File: config.mk
export PLATFORM = sky130hd
export DESIGN_NAME = mul_seq_arbiter
export DESIGN_NICKNAME = d
export VERILOG_FILES = /design/src/rtl/mul_seq_arbiter.sv
export SDC_FILE = /design/constraint.sdc
export NUM_CORES = 1
export LEC_CHECK = 0
export CORE_MARGIN = 1
export CORE_UTILIZATION = 46
export DETAILED_ROUTE_END_ITERATION = 10
export PLACE_DENSITY = 0.81
export SKIP_LAST_GASP = 1
export SYNTH_ARGS = -nofsm -noshare
export SYNTH_HDL_FRONTEND = slang
export SYNTH_SLANG_ARGS = --single-unit
File: constraint.sdc
create_clock -name clk -period 2.6 [get_ports clk]
set_input_delay 0.26 -clock clk [delete_from_list [all_inputs] [get_ports clk]]
set_output_delay 0.26 -clock clk [all_outputs]
set_load 0.03 [all_outputs]
File: src/rtl/mul_seq_arbiter.sv
// mul_seq_arbiter
//   One iterative shift-add multiplier (WIDTH x WIDTH -> 2*WIDTH, unsigned)
//   shared by NUM_REQ requesters. Round-robin grant in IDLE, one multiply
//   in flight, result held on a valid/ready port tagged with requester id.
//
//   Optional feature: define MUL_ZERO_BYPASS_EN to have a zero operand go
//   straight to DONE with product 0 (response the cycle after accept).
//
// Ports
//   clk, reset        rising-edge clock, synchronous active-high reset
//   req_valid/ready   per-requester handshake (ready is one-hot or zero)
//   req_multiplicand  packed operands, requester i at [i*WIDTH +: WIDTH]
//   req_multiplier    packed operands, same packing
//   rsp_valid/ready   result handshake, result held until accepted
//   rsp_id            requester that owns rsp_product
//   rsp_product       unsigned 2*WIDTH product
//   busy              high whenever the FSM is not IDLE
module mul_seq_arbiter #(
    parameter int WIDTH   = 16,
    parameter int NUM_REQ = 4,
    localparam int ID_W   = (NUM_REQ > 1) ? $clog2(NUM_REQ) : 1
) (
    input  logic                       clk,
    input  logic                       reset,
    input  logic [NUM_REQ-1:0]         req_valid,
    output logic [NUM_REQ-1:0]         req_ready,
    input  logic [NUM_REQ*WIDTH-1:0]   req_multiplicand,
    input  logic [NUM_REQ*WIDTH-1:0]   req_multiplier,
    output logic                       rsp_valid,
    input  logic                       rsp_ready,
    output logic [ID_W-1:0]            rsp_id,
    output logic [2*WIDTH-1:0]         rsp_product,
    output logic                       busy
);

    localparam int CNT_W = (WIDTH > 1) ? $clog2(WIDTH) : 1;

    typedef enum logic [1:0] {S_IDLE, S_MUL, S_DONE} state_e;

    state_e               state_q, state_d;
    logic [ID_W-1:0]      rr_ptr_q, rr_ptr_d;
    logic [WIDTH-1:0]     mcand_q, mcand_d;
    logic [WIDTH-1:0]     mplier_q, mplier_d;
    logic [WIDTH-1:0]     acc_q, acc_d;
    logic [CNT_W-1:0]     cnt_q, cnt_d;
    logic [ID_W-1:0]      id_q, id_d;
    logic [2*WIDTH-1:0]   prod_q, prod_d;

    logic [ID_W-1:0]      grant, grant_nxt;
    logic                 grant_vld;
    logic [ID_W:0]        idx_w;
    logic                 accept;
    logic [WIDTH-1:0]     sel_mcand, sel_mplier;
    logic [WIDTH:0]       add_sum;
    logic [WIDTH-1:0]     acc_sh, mplier_sh;

    // Round-robin search starting at rr_ptr. Walking offsets from high to
    // low lets the closest valid requester win by being assigned last.
    always_comb begin
        grant     = '0;
        grant_vld = 1'b0;
        idx_w     = '0;
        for (int k = NUM_REQ-1; k >= 0; k--) begin
            idx_w = {1'b0, rr_ptr_q} + (ID_W+1)'(k);
            if (idx_w >= (ID_W+1)'(NUM_REQ))
                idx_w = idx_w - (ID_W+1)'(NUM_REQ);
            if (req_valid[idx_w[ID_W-1:0]]) begin
                grant     = idx_w[ID_W-1:0];
                grant_vld = 1'b1;
            end
        end
    end

    assign grant_nxt  = (grant == ID_W'(NUM_REQ-1)) ? '0 : grant + 1'b1;
    assign accept     = (state_q == S_IDLE) && grant_vld && !reset;
    assign sel_mcand  = req_multiplicand[int'(grant)*WIDTH +: WIDTH];
    assign sel_mplier = req_multiplier[int'(grant)*WIDTH +: WIDTH];

    always_comb begin
        req_ready = '0;
        if (accept)
            req_ready[grant] = 1'b1;
    end

    // One shift-add step: add multiplicand into the upper half when the
    // current multiplier LSB is set, then shift {carry,acc,mplier} right.
    // The multiplier register fills with product low bits as it empties.
    assign add_sum   = {1'b0, acc_q} + (mplier_q[0] ? {1'b0, mcand_q} : '0);
    assign acc_sh    = add_sum[WIDTH:1];
    assign mplier_sh = {add_sum[0], mplier_q[WIDTH-1:1]};

    always_comb begin
        state_d  = state_q;
        rr_ptr_d = rr_ptr_q;
        mcand_d  = mcand_q;
        mplier_d = mplier_q;
        acc_d    = acc_q;
        cnt_d    = cnt_q;
        id_d     = id_q;
        prod_d   = prod_q;
        case (state_q)
            S_IDLE: begin
                if (accept) begin
                    mcand_d  = sel_mcand;
                    mplier_d = sel_mplier;
                    acc_d    = '0;
                    cnt_d    = '0;
                    id_d     = grant;
                    rr_ptr_d = grant_nxt;
`ifdef MUL_ZERO_BYPASS_EN
                    if ((sel_mcand == '0) || (sel_mplier == '0)) begin
                        state_d = S_DONE;
                        prod_d  = '0;
                    end else begin
                        state_d = S_MUL;
                    end
`else
                    state_d = S_MUL;
`endif
                end
            end
            S_MUL: begin
                acc_d    = acc_sh;
                mplier_d = mplier_sh;
                cnt_d    = cnt_q + 1'b1;
                if (cnt_q == CNT_W'(WIDTH-1)) begin
                    state_d = S_DONE;
                    prod_d  = {acc_sh, mplier_sh};
                end
            end
            S_DONE: begin
                if (rsp_ready)
                    state_d = S_IDLE;
            end
            default: state_d = S_IDLE;
        endcase
    end

    always_ff @(posedge clk) begin
        if (reset) begin
            state_q  <= S_IDLE;
            rr_ptr_q <= '0;
            mcand_q  <= '0;
            mplier_q <= '0;
            acc_q    <= '0;
            cnt_q    <= '0;
            id_q     <= '0;
            prod_q   <= '0;
        end else begin
            state_q  <= state_d;
            rr_ptr_q <= rr_ptr_d;
            mcand_q  <= mcand_d;
            mplier_q <= mplier_d;
            acc_q    <= acc_d;
            cnt_q    <= cnt_d;
            id_q     <= id_d;
            prod_q   <= prod_d;
        end
    end

    assign rsp_valid   = (state_q == S_DONE);
    assign busy        = (state_q != S_IDLE);
    assign rsp_id      = id_q;
    assign rsp_product = prod_q;

endmodule

**Run 1: routing congestion map**

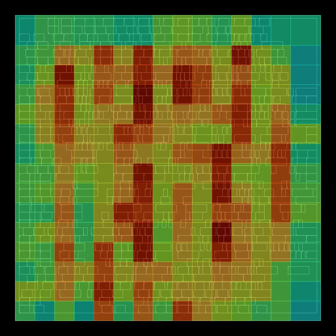
met2 Use GR: 0.4710
Final Util: 0.6628
GR peak layer: met2
GR Layer Usage met3: 0.03343

**Run 1: signal wires on met3**

(6 px per um) Cells faint in the background.
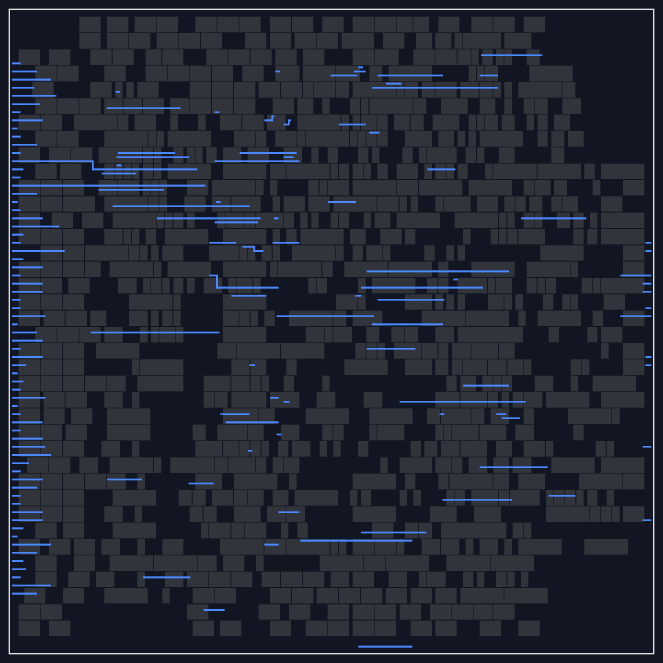
wire length on this layer: 763 um
share of all routed wire: 5.1%
nets with wire on the layer: 123
longest straight run: 32.0 um
main direction: horizontal

**Run 1: the metal 1 layer**

(4 px per um) Supply wires on this layer in grey. Cells faint in the background.
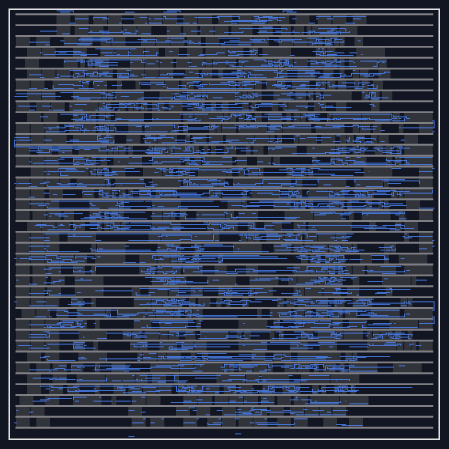
nets with wire on the layer: 821
wire length on this layer: 6,530 um
main direction: horizontal

**Run 1: metal 4**

(3 px per um) Supply wires on this layer in grey. Cells faint in the background.
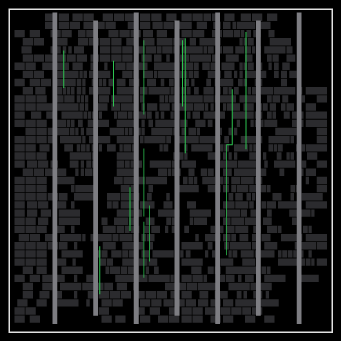
nets with wire on the layer: 11
longest straight run: 38.8 um

==> reports/qor.csv, run 1 <==
metric;value;unit
adder share;0.05561;
share of post-route cells with drive strength above 1;0.08538;
1st-pass router iterations;5;
CTS tree;done;
critical-path maximum fanout;17;
Area leader share;0.3543;
Final Hold Slack;95.63;ps
Max rail drop VDD;0.2616;mV
Synth area leaders;dfxtp_1 (35%), mux2i_1 (11%), nand2_1 (9.9%);
post-synth top area cell;dfxtp_1;
ys async rst share;0;
ANT cells;0;
Routed Antenna Nets;0;
pre-CTS setup slack;56.09;ps
final WL;15080;um
Die Span Y;107.1;um
fillers;852;
most frequent cells in the layout;clkdlybuf4s50_1 (169), nand2_1 (134), dfxtp_1 (89), a21oi_1 (58), mux2i_1 (58);
DIE AREA;11480;um2
vias in the first global route;4995;
simple share;0.1865;
clock buffer depth;2;
Root Driver;clkbuf_8;
initial antenna violation count;0;
status;finished, final reports clean;
Yosys Chip Area;5085;um2
layout net count;925;
Top logic family;AND-OR/OR-AND gates;
Vias/cell;5.561;
Top FF cell, synth;dfxtp_1;
Log Warnings;29;
==> run 1: worst paths after layout <==
path / from / to / cells past startpoint / slack, ps
max reg2reg: mplier_q[0]$_SDFFE_PP0P_ / rsp_product[27]$_SDFFE_PP0P_ / 10 / 110
max: mplier_q[0]$_SDFFE_PP0P_ / rsp_product[27]$_SDFFE_PP0P_ / 10 / 110
min: reset / rsp_product[7]$_SDFFE_PP0P_ / 2 / 100
min reg2reg: rsp_product[22]$_SDFFE_PP0P_ / rsp_product[22]$_SDFFE_PP0P_ / 2 / 460
==> run 1: final cells by class <==
cell class	count	area [um2]	share of cell area
Multi-Input combinational cell	466	3045	0.4257
Timing Repair Buffer	193	1882	0.2631
Sequential cell	90	1803	0.2521
Tap cell	140	175.2	0.02449
Clock buffer	10	127.6	0.01784
Clock inverter	6	90.09	0.01259
Inverter	8	30.03	0.004198
==> run 1: cells in the mapped netlist (8+ instances only) <==
library cell / number
and2_1: 16
nor2_1: 21
nand2_1: 134
buf_2: 8
clkbuf_1: 23
xor2_1: 8
mux2i_1: 58
o221ai_1: 29
o21ai_0: 26
a21oi_1: 58
nor3_1: 8
dfxtp_1: 90
nand3_1: 11
ha_1: 21
==> run 1: metal layers <==
layer,track usage,up-vias,part of all wire
met5,0,-,0
met4,0.09295,0,0.020
met3,0.03343,30,0.051
met2,0.4710,191,0.50
met1,0.3372,2377,0.43
li1,-,2479,-
==> run 1: where the power goes <==
group	leakage (nW)	switching [mW]	internal (mW)
clock	0.107	0.530	0.546
combinational	2.13	0.446	0.489
sequential	0.734	0.0828	1.48
total	2.97	1.06	2.51
==> run 1: registers in the layout, indices dropped and copies added (netlist names) <==
name / cells
rsp_product: 32
acc_q: 16
mcand_q: 16
mplier_q: 16
cnt_q: 4
rr_ptr_q: 2
rsp_id: 2
state_q: 2
==> run 2: changes to the inputs <==
--- a/config.mk
+++ b/config.mk
@@ -5,6 +5,7 @@
 export SDC_FILE = /design/constraint.sdc
 export NUM_CORES = 1
 export LEC_CHECK = 0
+export ABC_CLOCK_PERIOD_IN_PS = 2600
 export CORE_MARGIN = 1
 export CORE_UTILIZATION = 46
 export DETAILED_ROUTE_END_ITERATION = 10
**Run 2: signal wires on met3**

(6 px per um) Cells faint in the background.
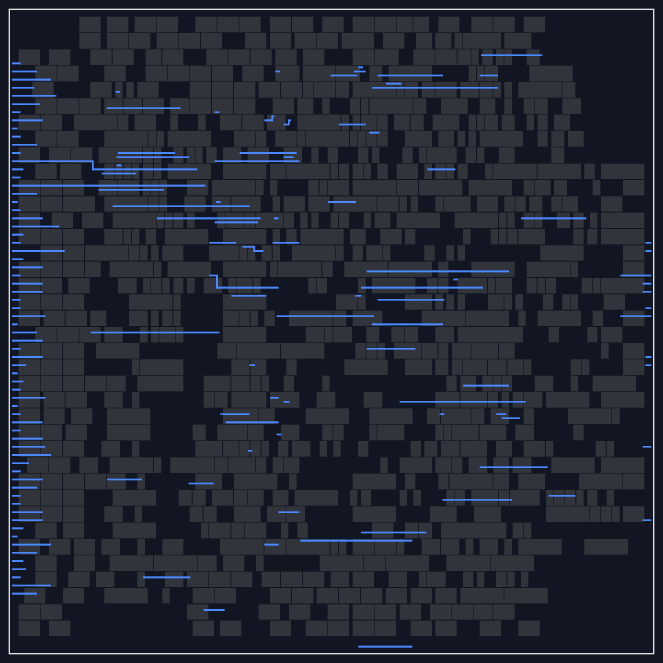
share of all routed wire: 5.1%
main direction: horizontal
wire length on this layer: 763 um
nets with wire on the layer: 123
longest straight run: 32.0 um

**Run 2: metal 4**

(3 px per um) Supply wires on this layer in grey. Cells faint in the background.
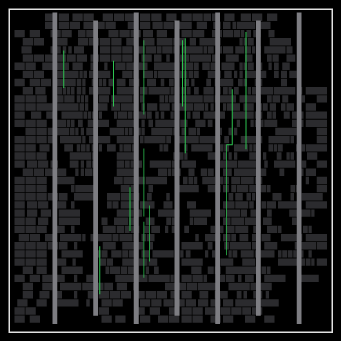
share of all routed wire: 2.0%
wire length on this layer: 296 um
main direction: vertical
nets with wire on the layer: 11
longest straight run: 38.8 um

**Run 2: met2 routing**

(4 px per um)
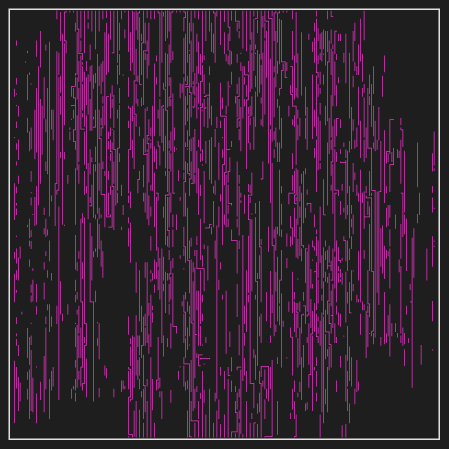
share of all routed wire: 50%
longest straight run: 48.3 um
nets with wire on the layer: 774
main direction: vertical
wire length on this layer: 7,490 um

==> run 2 against run 1 <==
Net effect: synthesized area unchanged; critical path type unchanged; clock power about the same; setup slack unchanged; global-route usage unchanged; clock skew unchanged; combinational power about the same; synthesized cell count unchanged; cell area unchanged; cell count unchanged.
==> reports/qor.csv, run 2 <==
metric;value;unit;change
Vias/cell;5.561;;unchanged
DIE AREA;11480;um2;unchanged
top cells by count;nand2_1 (134), dfxtp_1 (90), a21oi_1 (58), mux2i_1 (58), o221ai_1 (29);;unchanged
flop share of the area;0.2521;;unchanged
share of post-route cells with drive strength above 1;0.08538;;unchanged
max reg flops;32;;unchanged
Reg2Reg Setup Slack;110;ps;about the same
FF/Latch Area;1803;um2;unchanged
Leading cell kind;combinational gates;;unchanged
WHS Path Cells;2;;unchanged
Die Span Y;107.1;um;unchanged
reg2reg start;mplier_q[0]$_SDFFE_PP0P_;;unchanged
WL met2;7493;um;unchanged
initial antenna violation count;0;;unchanged
ANT cells;0;;unchanged
Comb area share;0.4257;;unchanged
most frequent cells in the layout;clkdlybuf4s50_1 (169), nand2_1 (134), dfxtp_1 (89), a21oi_1 (58), mux2i_1 (58);;unchanged
Log Warnings;29;;unchanged
Max rail drop VDD;0.2616;mV;unchanged
highest routing layer actually used;met4;;unchanged
Non-clk invs;8;;unchanged
pre-CTS setup slack;56.09;ps;unchanged
CTS tree;done;;unchanged
NonClk Buf Share;0.2631;;unchanged
r2r endpoint;rsp_product[27]$_SDFFE_PP0P_;;unchanged
Yosys Chip Area;5085;um2;unchanged
Area leader share;0.3543;;unchanged
Synth area leaders;dfxtp_1 (35%), mux2i_1 (11%), nand2_1 (9.9%);;unchanged
final WL;15080;um;unchanged
top-count cell post-synth;nand2_1;;unchanged
post-synth top area cell;dfxtp_1;;unchanged
1st-pass router iterations;5;;unchanged
layout net count;925;;unchanged
status;finished, final reports clean;;unchanged
critical-path maximum fanout;17;;unchanged
Final Hold Slack;95.63;ps;unchanged
grt met1 use;0.3372;;unchanged
clock buffer depth;2;;unchanged
reg2reg path depth;10;;unchanged
Flops;90;;unchanged
## run 2: cell counts after synthesis
Identical to the previous run, type by type.
## run 2: timing repair
| action | in CTS | in global routing |
|---|---|---|
| endpoints found under the setup margin | 0 | 13 |
| gates resized | 0 | 1 |
| hold buffers | 0 | 0 |
| endpoints found under the hold margin | 0 | 0 |
## run 2: logic make-up (layout without fill, tap and decap cells)
kind of cell    count (synthesis)  count (layout)  synth area share
compound gates                152             152            0.2003
xor+xnor                       14              14           0.02411
fa+ha+maj                      22              22           0.05561
buf+inv                        50             217           0.04946
flops                          90              90            0.3543
mux                            64              64            0.1297
simple gates                  214             214            0.1865
## run 2: how the worst max path moves through the flow
stage / slack, ps / endpoint / cells after the start / startpoint
finish: 110 / rsp_product[27]$_SDFFE_PP0P_ / 10 / mplier_q[0]$_SDFFE_PP0P_
global route: 0.2 / acc_q[12]$_SDFFE_PP0P_ / 9 / mplier_q[0]$_SDFFE_PP0P_
CTS: 20 / rsp_product[27]$_SDFFE_PP0P_ / 10 / mplier_q[0]$_SDFFE_PP0P_
detailed placement: 60 / rsp_product[27]$_SDFFE_PP0P_ / 10 / mplier_q[0]$_SDFFE_PP0P_
global placement: 150 / acc_q[11]$_SDFFE_PP0P_ / 9 / mplier_q[0]$_SDFFE_PP0P_
floorplan: 300 / acc_q[11]$_SDFFE_PP0P_ / 10 / mplier_q[0]$_SDFFE_PP0P_
## run 2: worst max-delay path, delay by kind of cell, from the launching register on
kind / cells / cell delay (ps)
AOI/OAI and AO/OA: 5 / 920
xor gates and xnor gates: 1 / 220
adders and majority gates: 2 / 630
DFF: 1 / 410
and+or+nand+nor: 2 / 250
## run 2: where the power goes
part | switching, mW | internal (mW)
clock | 0.530 | 0.546
combinational | 0.446 | 0.489
sequential | 0.0828 | 1.48
**Run 2: the metal 1 layer**

(4 px per um) Supply wires on this layer in grey. Cells faint in the background.
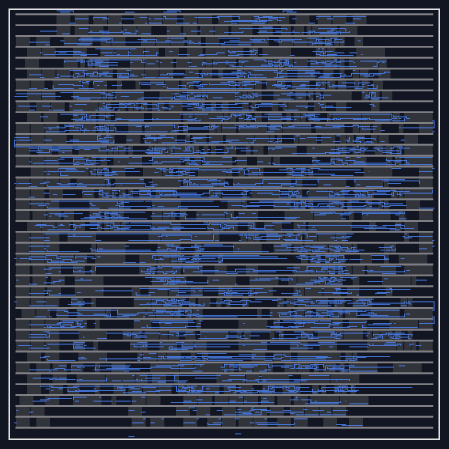

==> run 3: changes to the inputs <==
--- a/config.mk
+++ b/config.mk
@@ -9,6 +9,7 @@
 export CORE_MARGIN = 1
 export CORE_UTILIZATION = 46
 export DETAILED_ROUTE_END_ITERATION = 10
+export GPL_ROUTABILITY_DRIVEN = 0
 export PLACE_DENSITY = 0.81
 export SKIP_LAST_GASP = 1
 export SYNTH_ARGS = -nofsm -noshare
**Run 3: the metal 1 layer**

(4 px per um) Supply wires on this layer in grey. Cells faint in the background.
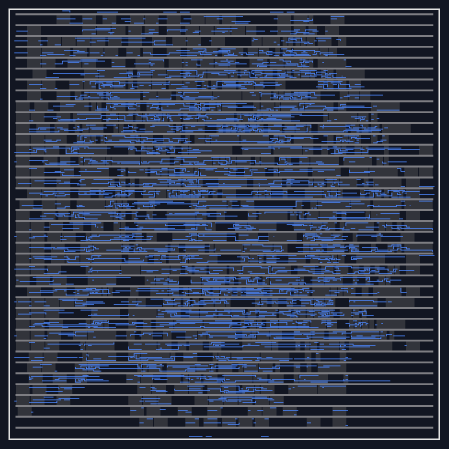
wire length on this layer: 6,050 um
main direction: horizontal
share of all routed wire: 40%
longest straight run: 34.0 um

**Run 3: routing congestion map**

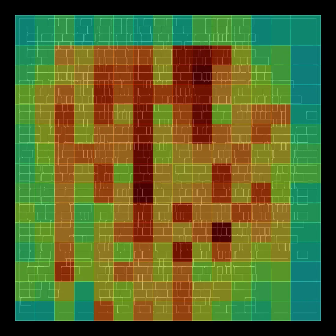
grt met1 use: 0.3179
Final Util: 0.6691

==> run 3 against run 2 <==
Net effect: fmax shrank 0.67%; sequential power about the same; largest cell class unchanged; cell area grew 0.96%; register-to-register slack better by 20 ps; largest power group unchanged; clock power about the same; clock-buffer cell count grew 1; setup slack got worse by 17 ps; combinational power rose by 3.4%; critical endpoint is now req_ready[3]; synthesized area is the same; highest routed layer unchanged; clock skew about the same.
==> reports/qor.csv, run 3 <==
metric;value;unit;change
CTS tree;done;;unchanged
met2 Use GR;0.4618;;was 0.4710
nonclk buf count;197;;was 193
most frequent cells in the layout;clkdlybuf4s50_1 (169), nand2_1 (134), dfxtp_1 (89), mux2i_1 (58), a21oi_1 (57);;was clkdlybuf4s50_1 (169), nand2_1 (134), dfxtp_1 (89), a21oi_1 (58), mux2i_1 (58)
comb. cell area;3065;um2;was 3045 um2
simple share;0.1865;;unchanged
Largest Pwr Group;registers;;unchanged
Vias/cell;5.705;;was 5.561
ys async rst share;0;;unchanged
Mux area share;0.1297;;unchanged
fillers;846;;was 852
reg2reg path depth;10;;unchanged
Top logic family;AND-OR/OR-AND gates;;unchanged
top-count cell post-synth;nand2_1;;unchanged
max reg flops;32;;unchanged
Routed Antenna Nets;0;;unchanged
layout net count;930;;was 925
DIE AREA;11480;um2;unchanged
Synth area leaders;dfxtp_1 (35%), mux2i_1 (11%), nand2_1 (9.9%);;unchanged
XOR/XNOR Area Share;0.02411;;unchanged
Non-clk invs;8;;unchanged
flop share of the area;0.2497;;was 0.2521
Area leader share;0.3543;;unchanged
Net Sw Power;1.065;mW;was 1.059 mW
Comb area share;0.4245;;was 0.4257
final WL;15300;um;was 15,080 um
critical-path maximum fanout;12;;was 17
CP Launch Point;req_valid[0];;was mplier_q[0]$_SDFFE_PP0P_
Top FF cell, synth;dfxtp_1;;unchanged
Clock Power;1.11;mW;was 1.08 mW
status;finished, final reports clean;;unchanged
GR peak layer;met2;;unchanged
clock buffer depth;2;;unchanged
Log Warnings;30;;was 29
**Run 3: signal wires on met3**

(6 px per um) Cells faint in the background.
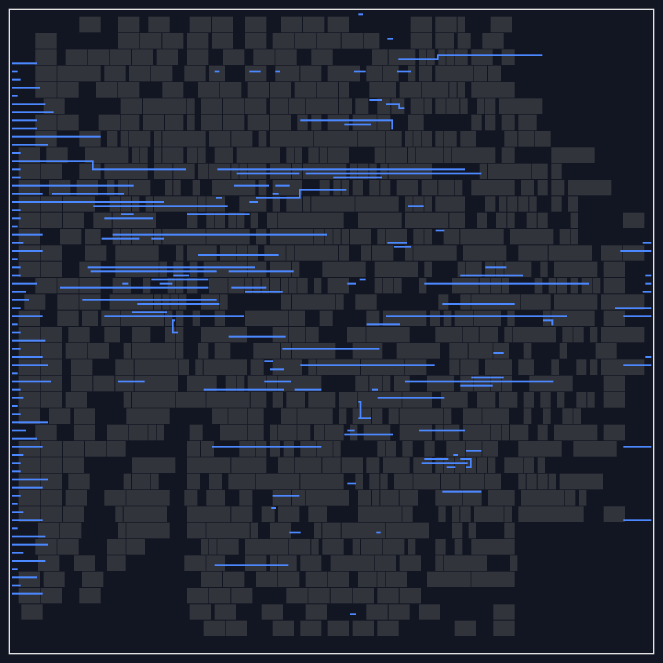
main direction: horizontal
wire length on this layer: 1,060 um

-- run 3: per-layer routing --
layer,part of all wire,wire length (um)
met1,0.40,6050
met2,0.51,7748
met3,0.069,1061
met4,0.029,441
met5,0,0
-- run 3: how the worst min path moves through the flow --
stage / startpoint / to / slack [ps] / cells after the start
after CTS: reset / acc_q[4]$_SDFFE_PP0P_ / 360 / 3
after floorplan: mcand_q[10]$_SDFFE_PP0P_ / mcand_q[10]$_SDFFE_PP0P_ / 420 / 2
after global routing: reset / acc_q[4]$_SDFFE_PP0P_ / 370 / 3
after detailed placement: mcand_q[15]$_SDFFE_PP0P_ / mcand_q[15]$_SDFFE_PP0P_ / 440 / 2
after global placement: mcand_q[9]$_SDFFE_PP0P_ / mcand_q[9]$_SDFFE_PP0P_ / 440 / 2
final: reset / cnt_q[0]$_SDFFE_PP0P_ / 370 / 3
-- run 3: through the flow --
| step | area (um2) | total power, mW | std cells |
|---|---|---|---|
| after global placement | 6957 | 2.499 | 900 |
| after CTS | 7193 | 3.626 | 916 |
| after detailed placement | 6957 | 2.533 | 900 |
| after global routing | 7222 | 3.802 | 918 |
| after floorplan | 5085 | 2.147 | 606 |
| final | 7222 | 3.639 | 918 |
-- run 3: logic make-up after synthesis --
group,Yosys count
AND-OR/OR-AND,152
XOR/XNOR,14
adder cells (fa/ha/maj),22
buffers and inverters,50
flip-flops,90
multiplexers,64
AND/OR/NAND/NOR,214
-- run 3: timing repair --
item,4_1_cts,5_1_grt
endpoints found under the setup margin,0,13
resized,0,5
hold buffers,0,0
buffers inserted,0,1
-- run 3: critical path: cells and delay by family --
| kind | cells | cell delay [ps] |
|---|---|---|
| buf+inv | 3 | 790 |
| compound gates | 2 | 320 |
| simple gates | 3 | 650 |
| fa+ha+maj | 1 | 210 |
No activity file was given, so power comes from the tool's default toggle rates.
